## src/rtl/top_pkg.sv

```systemverilog
// top_pkg: shared constants and types for the serial-in / FIFO / serial-out block.
//   WIDTH_DEFAULT : default bits per word
//   DEPTH_DEFAULT : default FIFO capacity in words (power of two, >= 2)
//   CNT_W_DEFAULT : width of a FIFO occupancy count for the default depth
//   cnt_width()   : occupancy-count width for any depth, $clog2(depth+1)
//   ser_state_e   : serializer state (IDLE / SHIFT)
`timescale 1ns/1ps
package top_pkg;

    localparam int WIDTH_DEFAULT = 8;
    localparam int DEPTH_DEFAULT = 8;
    localparam int CNT_W_DEFAULT = $clog2(DEPTH_DEFAULT + 1);

    typedef enum logic {
        IDLE  = 1'b0,
        SHIFT = 1'b1
    } ser_state_e;

    // Count must represent 0..depth inclusive, hence depth+1 values.
    function automatic int cnt_width(input int depth);
        return $clog2(depth + 1);
    endfunction

endpackage

```

## src/rtl/top_fifo.sv

```systemverilog
// top_fifo: synchronous word FIFO with occupancy count.
//   clk_i    : clock, rising edge
//   rst_i    : synchronous active-high reset (pointers and count)
//   push_i   : write wdata_i when not full
//   pop_i    : advance head when not empty
//   wdata_i  : word to push
//   rdata_o  : current head word (valid while not empty)
//   full_o   : count == DEPTH
//   empty_o  : count == 0
//   count_o  : words held, 0..DEPTH
// Push and pop in the same cycle leave the count unchanged; full/empty are
// taken from the registered count, so a same-cycle pop does not free a slot.
`timescale 1ns/1ps
module top_fifo
    import top_pkg::*;
#(
    parameter int WIDTH = WIDTH_DEFAULT,
    parameter int DEPTH = DEPTH_DEFAULT,
    parameter int CNT_W = cnt_width(DEPTH)
) (
    input  logic             clk_i,
    input  logic             rst_i,
    input  logic             push_i,
    input  logic             pop_i,
    input  logic [WIDTH-1:0] wdata_i,
    output logic [WIDTH-1:0] rdata_o,
    output logic             full_o,
    output logic             empty_o,
    output logic [CNT_W-1:0] count_o
);

    localparam int PTR_W = $clog2(DEPTH);
    localparam logic [PTR_W-1:0] PTR_ONE   = PTR_W'(1);
    localparam logic [CNT_W-1:0] CNT_ONE   = CNT_W'(1);
    localparam logic [CNT_W-1:0] CNT_DEPTH = CNT_W'(DEPTH);

    logic [WIDTH-1:0] mem_q [DEPTH];
    logic [PTR_W-1:0] wr_ptr_q, wr_ptr_d;
    logic [PTR_W-1:0] rd_ptr_q, rd_ptr_d;
    logic [CNT_W-1:0] count_q, count_d;
    logic             push_ok, pop_ok;

    assign full_o  = (count_q == CNT_DEPTH);
    assign empty_o = (count_q == '0);
    assign count_o = count_q;
    assign rdata_o = mem_q[rd_ptr_q];

    assign push_ok = push_i && !full_o;
    assign pop_ok  = pop_i && !empty_o;

    // DEPTH is a power of two, so pointers wrap by natural overflow.
    always_comb begin
        wr_ptr_d = wr_ptr_q;
        rd_ptr_d = rd_ptr_q;
        count_d  = count_q;
        if (push_ok) wr_ptr_d = wr_ptr_q + PTR_ONE;
        if (pop_ok)  rd_ptr_d = rd_ptr_q + PTR_ONE;
        case ({push_ok, pop_ok})
            2'b10:   count_d = count_q + CNT_ONE;
            2'b01:   count_d = count_q - CNT_ONE;
            default: count_d = count_q;
        endcase
    end

    always_ff @(posedge clk_i) begin
        if (rst_i) begin
            wr_ptr_q <= '0;
            rd_ptr_q <= '0;
            count_q  <= '0;
        end else begin
            wr_ptr_q <= wr_ptr_d;
            rd_ptr_q <= rd_ptr_d;
            count_q  <= count_d;
        end
    end

    // Storage carries no reset; emptiness is tracked by count_q alone.
    always_ff @(posedge clk_i) begin
        if (push_ok) mem_q[wr_ptr_q] <= wdata_i;
    end

endmodule

```

## src/rtl/top.sv

```systemverilog
// top: serial deserializer -> word FIFO -> serial serializer.
//   clock_1MHz : system clock, all state on rising edge
//   rst        : synchronous active-high reset
//   data_in    : serial input bit, taken when a write is accepted
//   write_in   : accept one bit per edge while high and status_out=1
//   enqueue_in : push the complete staged word into the FIFO
//   dequeue_in : pop the FIFO head and shift it out on data_out
//   status_out : registered; 1 when the stager holds fewer than WIDTH bits
//   data_out   : registered serial output, 0 while the serializer is idle
// Build option: define TOP_MSB_FIRST_EN to stage and emit words MSB first;
// the default build is LSB first. The port list is the same in both builds.
`timescale 1ns/1ps
module top
    import top_pkg::*;
#(
    parameter int WIDTH = WIDTH_DEFAULT,
    parameter int DEPTH = DEPTH_DEFAULT
) (
    input  logic clock_1MHz,
    input  logic rst,
    input  logic data_in,
    input  logic write_in,
    input  logic enqueue_in,
    input  logic dequeue_in,
    output logic status_out,
    output logic data_out
);

    localparam int CNT_W = cnt_width(DEPTH);
    localparam int BC_W  = $clog2(WIDTH + 1);
    localparam logic [BC_W-1:0]  BC_ONE    = BC_W'(1);
    localparam logic [BC_W-1:0]  BC_FULL   = BC_W'(WIDTH);
    localparam logic [CNT_W-1:0] CNT_DEPTH = CNT_W'(DEPTH);

    logic [WIDTH-1:0] stage_q, stage_d;
    logic [BC_W-1:0]  bit_count_q, bit_count_d;
    logic             status_q, status_d;
    ser_state_e       state_q, state_d;
    logic [WIDTH-1:0] shreg_q, shreg_d;
    logic [BC_W-1:0]  ser_cnt_q, ser_cnt_d;
    logic             dout_q, dout_d;

    logic             fifo_push, fifo_pop;
    logic             fifo_full, fifo_empty;
    logic [CNT_W-1:0] fifo_count;
    logic [WIDTH-1:0] fifo_rdata;
    logic             ser_last, ser_ready;

    top_fifo #(
        .WIDTH (WIDTH),
        .DEPTH (DEPTH),
        .CNT_W (CNT_W)
    ) u_fifo (
        .clk_i   (clock_1MHz),
        .rst_i   (rst),
        .push_i  (fifo_push),
        .pop_i   (fifo_pop),
        .wdata_i (stage_q),
        .rdata_o (fifo_rdata),
        .full_o  (fifo_full),
        .empty_o (fifo_empty),
        .count_o (fifo_count)
    );

    assign status_out = status_q;
    assign data_out   = dout_q;

    // Deserializer: a full stager blocks writes, so write and enqueue can
    // never both be accepted in one cycle.
    always_comb begin
        stage_d     = stage_q;
        bit_count_d = bit_count_q;
        fifo_push   = 1'b0;
        if (bit_count_q == BC_FULL) begin
            if (enqueue_in && !fifo_full) begin
                fifo_push   = 1'b1;
                bit_count_d = '0;
            end
        end else if (write_in && status_q) begin
`ifdef TOP_MSB_FIRST_EN
            stage_d = {stage_q[WIDTH-2:0], data_in};
`else
            stage_d = {data_in, stage_q[WIDTH-1:1]};
`endif
            bit_count_d = bit_count_q + BC_ONE;
        end
        status_d = (bit_count_d != BC_FULL);
    end

    // Serializer: ser_cnt_q counts bits still to be shown, including the one
    // currently on data_out, so a new word may load on the last bit's edge.
    assign ser_last  = (state_q == SHIFT) && (ser_cnt_q == BC_ONE);
    assign ser_ready = (state_q == IDLE) || ser_last;
    assign fifo_pop  = dequeue_in && !fifo_empty && ser_ready;

    always_comb begin
        state_d   = state_q;
        shreg_d   = shreg_q;
        ser_cnt_d = ser_cnt_q;
        dout_d    = dout_q;
        if (fifo_pop) begin
            state_d   = SHIFT;
            ser_cnt_d = BC_FULL;
`ifdef TOP_MSB_FIRST_EN
            dout_d  = fifo_rdata[WIDTH-1];
            shreg_d = fifo_rdata << 1;
`else
            dout_d  = fifo_rdata[0];
            shreg_d = fifo_rdata >> 1;
`endif
        end else if (state_q == SHIFT) begin
            if (ser_last) begin
                state_d   = IDLE;
                ser_cnt_d = '0;
                dout_d    = 1'b0;
            end else begin
                ser_cnt_d = ser_cnt_q - BC_ONE;
`ifdef TOP_MSB_FIRST_EN
                dout_d  = shreg_q[WIDTH-1];
                shreg_d = shreg_q << 1;
`else
                dout_d  = shreg_q[0];
                shreg_d = shreg_q >> 1;
`endif
            end
        end
    end

    always_ff @(posedge clock_1MHz) begin
        if (rst) begin
            stage_q     <= '0;
            bit_count_q <= '0;
            status_q    <= 1'b0;
            state_q     <= IDLE;
            shreg_q     <= '0;
            ser_cnt_q   <= '0;
            dout_q      <= 1'b0;
        end else begin
            stage_q     <= stage_d;
            bit_count_q <= bit_count_d;
            status_q    <= status_d;
            state_q     <= state_d;
            shreg_q     <= shreg_d;
            ser_cnt_q   <= ser_cnt_d;
            dout_q      <= dout_d;
        end
    end

    // Occupancy can never exceed capacity.
    always_ff @(posedge clock_1MHz) begin
        if (!rst) assert (fifo_count <= CNT_DEPTH);
    end

endmodule

```

## config.mk

```make
export PLATFORM = sky130hd
export DESIGN_NAME = top
export DESIGN_NICKNAME = d
export VERILOG_FILES = /design/src/rtl/top_pkg.sv /design/src/rtl/top_fifo.sv /design/src/rtl/top.sv
export SDC_FILE = /design/constraint.sdc
export NUM_CORES = 1
export LEC_CHECK = 0
export CAP_MARGIN = 0
export CORE_ASPECT_RATIO = 1.4
export CORE_MARGIN = 2
export CORE_UTILIZATION = 60
export DETAILED_ROUTE_END_ITERATION = 16
export DONT_BUFFER_PORTS = 1
export PLACE_DENSITY = 0.83
export SLEW_MARGIN = 20
export SYNTH_ARGS = -nofsm -noshare
export SYNTH_HDL_FRONTEND = slang
export SYNTH_SLANG_ARGS = --single-unit
```

## constraint.sdc

```tcl
create_clock -name clock_1MHz -period 7.3 [get_ports clock_1MHz]
set_clock_uncertainty 0.05 [all_clocks]
set_input_delay 0.73 -clock clock_1MHz [delete_from_list [all_inputs] [get_ports clock_1MHz]]
set_output_delay 0.73 -clock clock_1MHz [all_outputs]
set_load 0.05 [all_outputs]
```

==> flow_summary.toml <==
# implementation run metrics
[logic_synthesis]
postSynthCellCount = 295
synth.comb.largest_family = "multiplexers"
yosys.cell_types.count = 50
yosys-top-cells-area = "edfxtp_1 45%, dfxtp_1 18%, mux4_2 6.9%, mux2i_1 4.0%, ha_1 2.6%"
ff_type = "edfxtp_1"
ys_seq_elements = 103
ys_sh_simple_pct = 8.92
ys_sh_aoi_pct = 7.30
top_area_cell = "edfxtp_1"
fa_ha_area_share_pct = 2.64
mux_share_pct = 13.0
yosysSeqAreaShare_pct = 63.4
yosysChipArea_um2 = 4270
yosysWarnings = 0
top_area_share_pct = 45.1
syn_nets = 310
xor_area_share_pct = 1.85
synth-edff-count = 64
yosys_cells = 295
synth-async-reset-ratio_pct = 0
synthesis.area_um2 = 4270
postSynthAreaPerCell_um2 = 14.5

[setup_path]
rr_worst_depth = 10
cp-endpoint = "u_fifo.count_o[2]"
cp_num_cells = 10
ff2ff_setup_slack_ns = 4.48
cp_data_required_time_ns = 7.55
rr_endpoint = "u_fifo.count_o[2]"
worstPathCellList = "ha_1 -> or3b_4 -> a21oi_2 -> ha_1 -> xor2_1 -> ha_1 -> a21oi_1 -> xor2_1 -> or3_1 -> a21oi_1"
critPathLaunchType = "register"
cp_slowest_cell = "or3b_4"
cp_common_cell = "ha_1"
path_class = "reg -> reg"
startpoint = "ser_cnt_q[0]"
worstPathMaxFanout = 7
timing.critical_path.to_type = "register"
cpPeakStageDelay_ns = 0.41
crit_family = "simple AND/OR/NAND/NOR gates"

[place]
dp_cells = 376
dp_hpwl_um = 5020
place_congestion = 0.757
placed_area_um2 = 4310
io_buffers = 0
pre_cts_ws_ns = 4.45

[timing]
max_freq_mhz = 355
slew_headroom_pct = 33.7
tns_ns = 0
rsz0062_at_grt = "false"
finalClockPeriodUsage_pct = 38.6
finalSetupViolCount = 0
hold_viol_final = 0
slew_violations = 0
finalCriticalPeriod_ns = 2.82
whs_ns = 0.374
tightest_slew_ns = 0.993

[drt]
wl_met2_um = 4020
drc = 0
drt-total-wl_um = 7380
drt_iter0_markers = 130
first_pass_iters = 4
ant_nets = 0
wire_per_inst_um = 18.8
wl_met3_um = 299
highest_layer = "met4"
wl_met1_um = 2960
via_per_inst = 6.05
vias = 2372

[pwr]
switching_share_pct = 19.9
power.internal_mw = 0.814
power_density_nw_per_um2 = 223
finalPower_mw = 1.02
leakagePower_nw = 1.45
p_seq_share_pct = 60.6
power_switching_mw = 0.203
pwr-share-comb_pct = 0.9

[global_route]
overflow = 0
grt_use_met1_pct = 25.6
grt.busiest_layer = "met2"
met2_usage_pct = 33.7
grt_first_pass_wirelength_um = 11500
antenna_found_initial = 0
met3_usage_pct = 5.45
grt_pass1_vias = 2325
grt_start_max_net_pins = 38

[flow_run]
warning_count = 29
maxCapViolations = 0

[finish]
largestClassByArea = "sequential cells"
logic_gates = 169
top_register = "u_fifo.mem_q"
instances_no_fill = 392
buffers = 2
drive_gt1_share_pct = 15.2
comb_share_pct = 32.2
nets = 307
largest_registers = "u_fifo.mem_q x64, stage_q x8, shreg_q x7"
buf_share_pct = 0.329
largest_register_ffs = 64
syn_to_final_growth_pct = 6.86
clockBufferCount = 9
comb_area_um2 = 1470
seq_cell_count = 103
diodes = 0
inverters_excl_clock = 7
clkCellAreaFrac_pct = 4.97
lay_top_cells = "64 x edfxtp_1, 39 x dfxtp_1, 29 x nor2_1"
layout.cells.most_common = "edfxtp_1"
flop_area_um2 = 2700

[floorplan]
pin_count = 8
dieArea_um2 = 7810
taps = 95
fp-utilization_pct = 61.5

[outcome]
status = "complete, no violations"

[hold_path]
min_to = "u_fifo.count_o[2]"
hold_path.class = "in -> reg"
worstHoldPathCells = 1
hp-start = "rst"

[clock_tree]
cts_resized = 0
cts_buffers = 9
ctsHoldBuffers = 0
postCtsSetupBuffers = 0
htree_levels = 3
clkSlewWorstSetupHoldPaths_ns = 0.10
clock_path_buffers = 2
cts_tree = "yes"
cts.sinks = 103
==> power groups by stage <==
stage	clock network (mW)	logic, mW	registers (mW)
after global placement	0	0.00908	0.629
final	0.391	0.00951	0.615
after global routing	0.422	0.0104	0.616
after floorplan	0	0.0101	0.628
after detailed placement	0	0.00931	0.629
after CTS	0.398	0.00940	0.615
==> cells in the mapped netlist (2+ instances only) <==
cell,instances
nor3_1,7
a211o_1,6
o21ai_0,7
mux4_1,3
xor2_1,4
a211oi_1,2
a21oi_1,15
mux4_2,13
or3_1,2
edfxtp_1,64
nand2_1,14
mux2i_1,17
nor2b_1,2
ha_1,9
nor3b_1,4
inv_1,6
and2_1,2
dfxtp_1,39
nor2_1,29
xnor2_1,5
buf_2,5
clkbuf_1,5
buf_6,4
nor4b_1,3
nand3_1,3
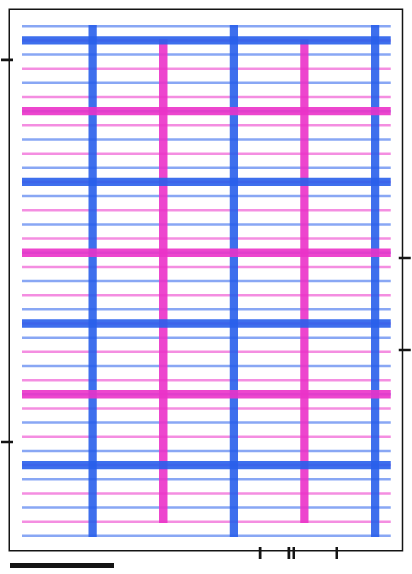
(PDN straps and rails)
Scale bar: 20 um. Pins as bars on the die edge.
- VSS: blue
- VDD: magenta
- met1 rails: 37
- met4 straps: 5
- met5 straps: 7
- signal pins: 8
core area: 6940 um^2
die width: 75.3 um
die height: 104 um
Worst VDD drop: 0.158 mV

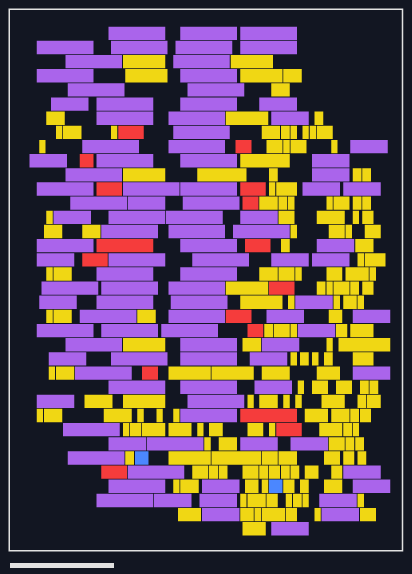
(placement by cell class)
Scale bar: 20 um.
- other buffers and delay cells: blue (cells 2; share of their area 0.34%)
- flip-flops: purple (cells 103; share of their area 61%)
- all other logic: yellow (cells 176; share of their area 34%)
- clock drivers and dummy loads: red (cells 16; share of their area 5.1%)
fin util: 65.7%
cell row count: 36
flop share of the area: 59.3%
final instance area: 4560 um^2

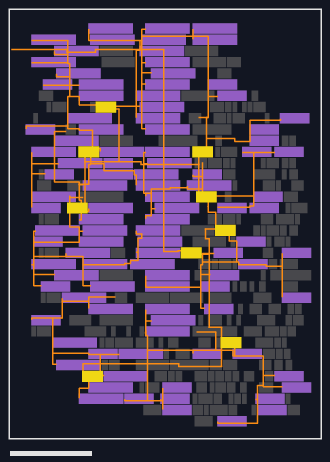
(clock wires, drivers and flops)
Scale bar: 20 um.
- cells driving clock nets: yellow (count 9)
- flip-flops: purple (count 103)
- clock wires: orange (length 1,040 um)
- routed clock nets: 10
clock power share: 38.5%
Clk power: 0.391 mW
Latency at later pin: 0.36 ns

No activity file was given, so power comes from the tool's default toggle rates.
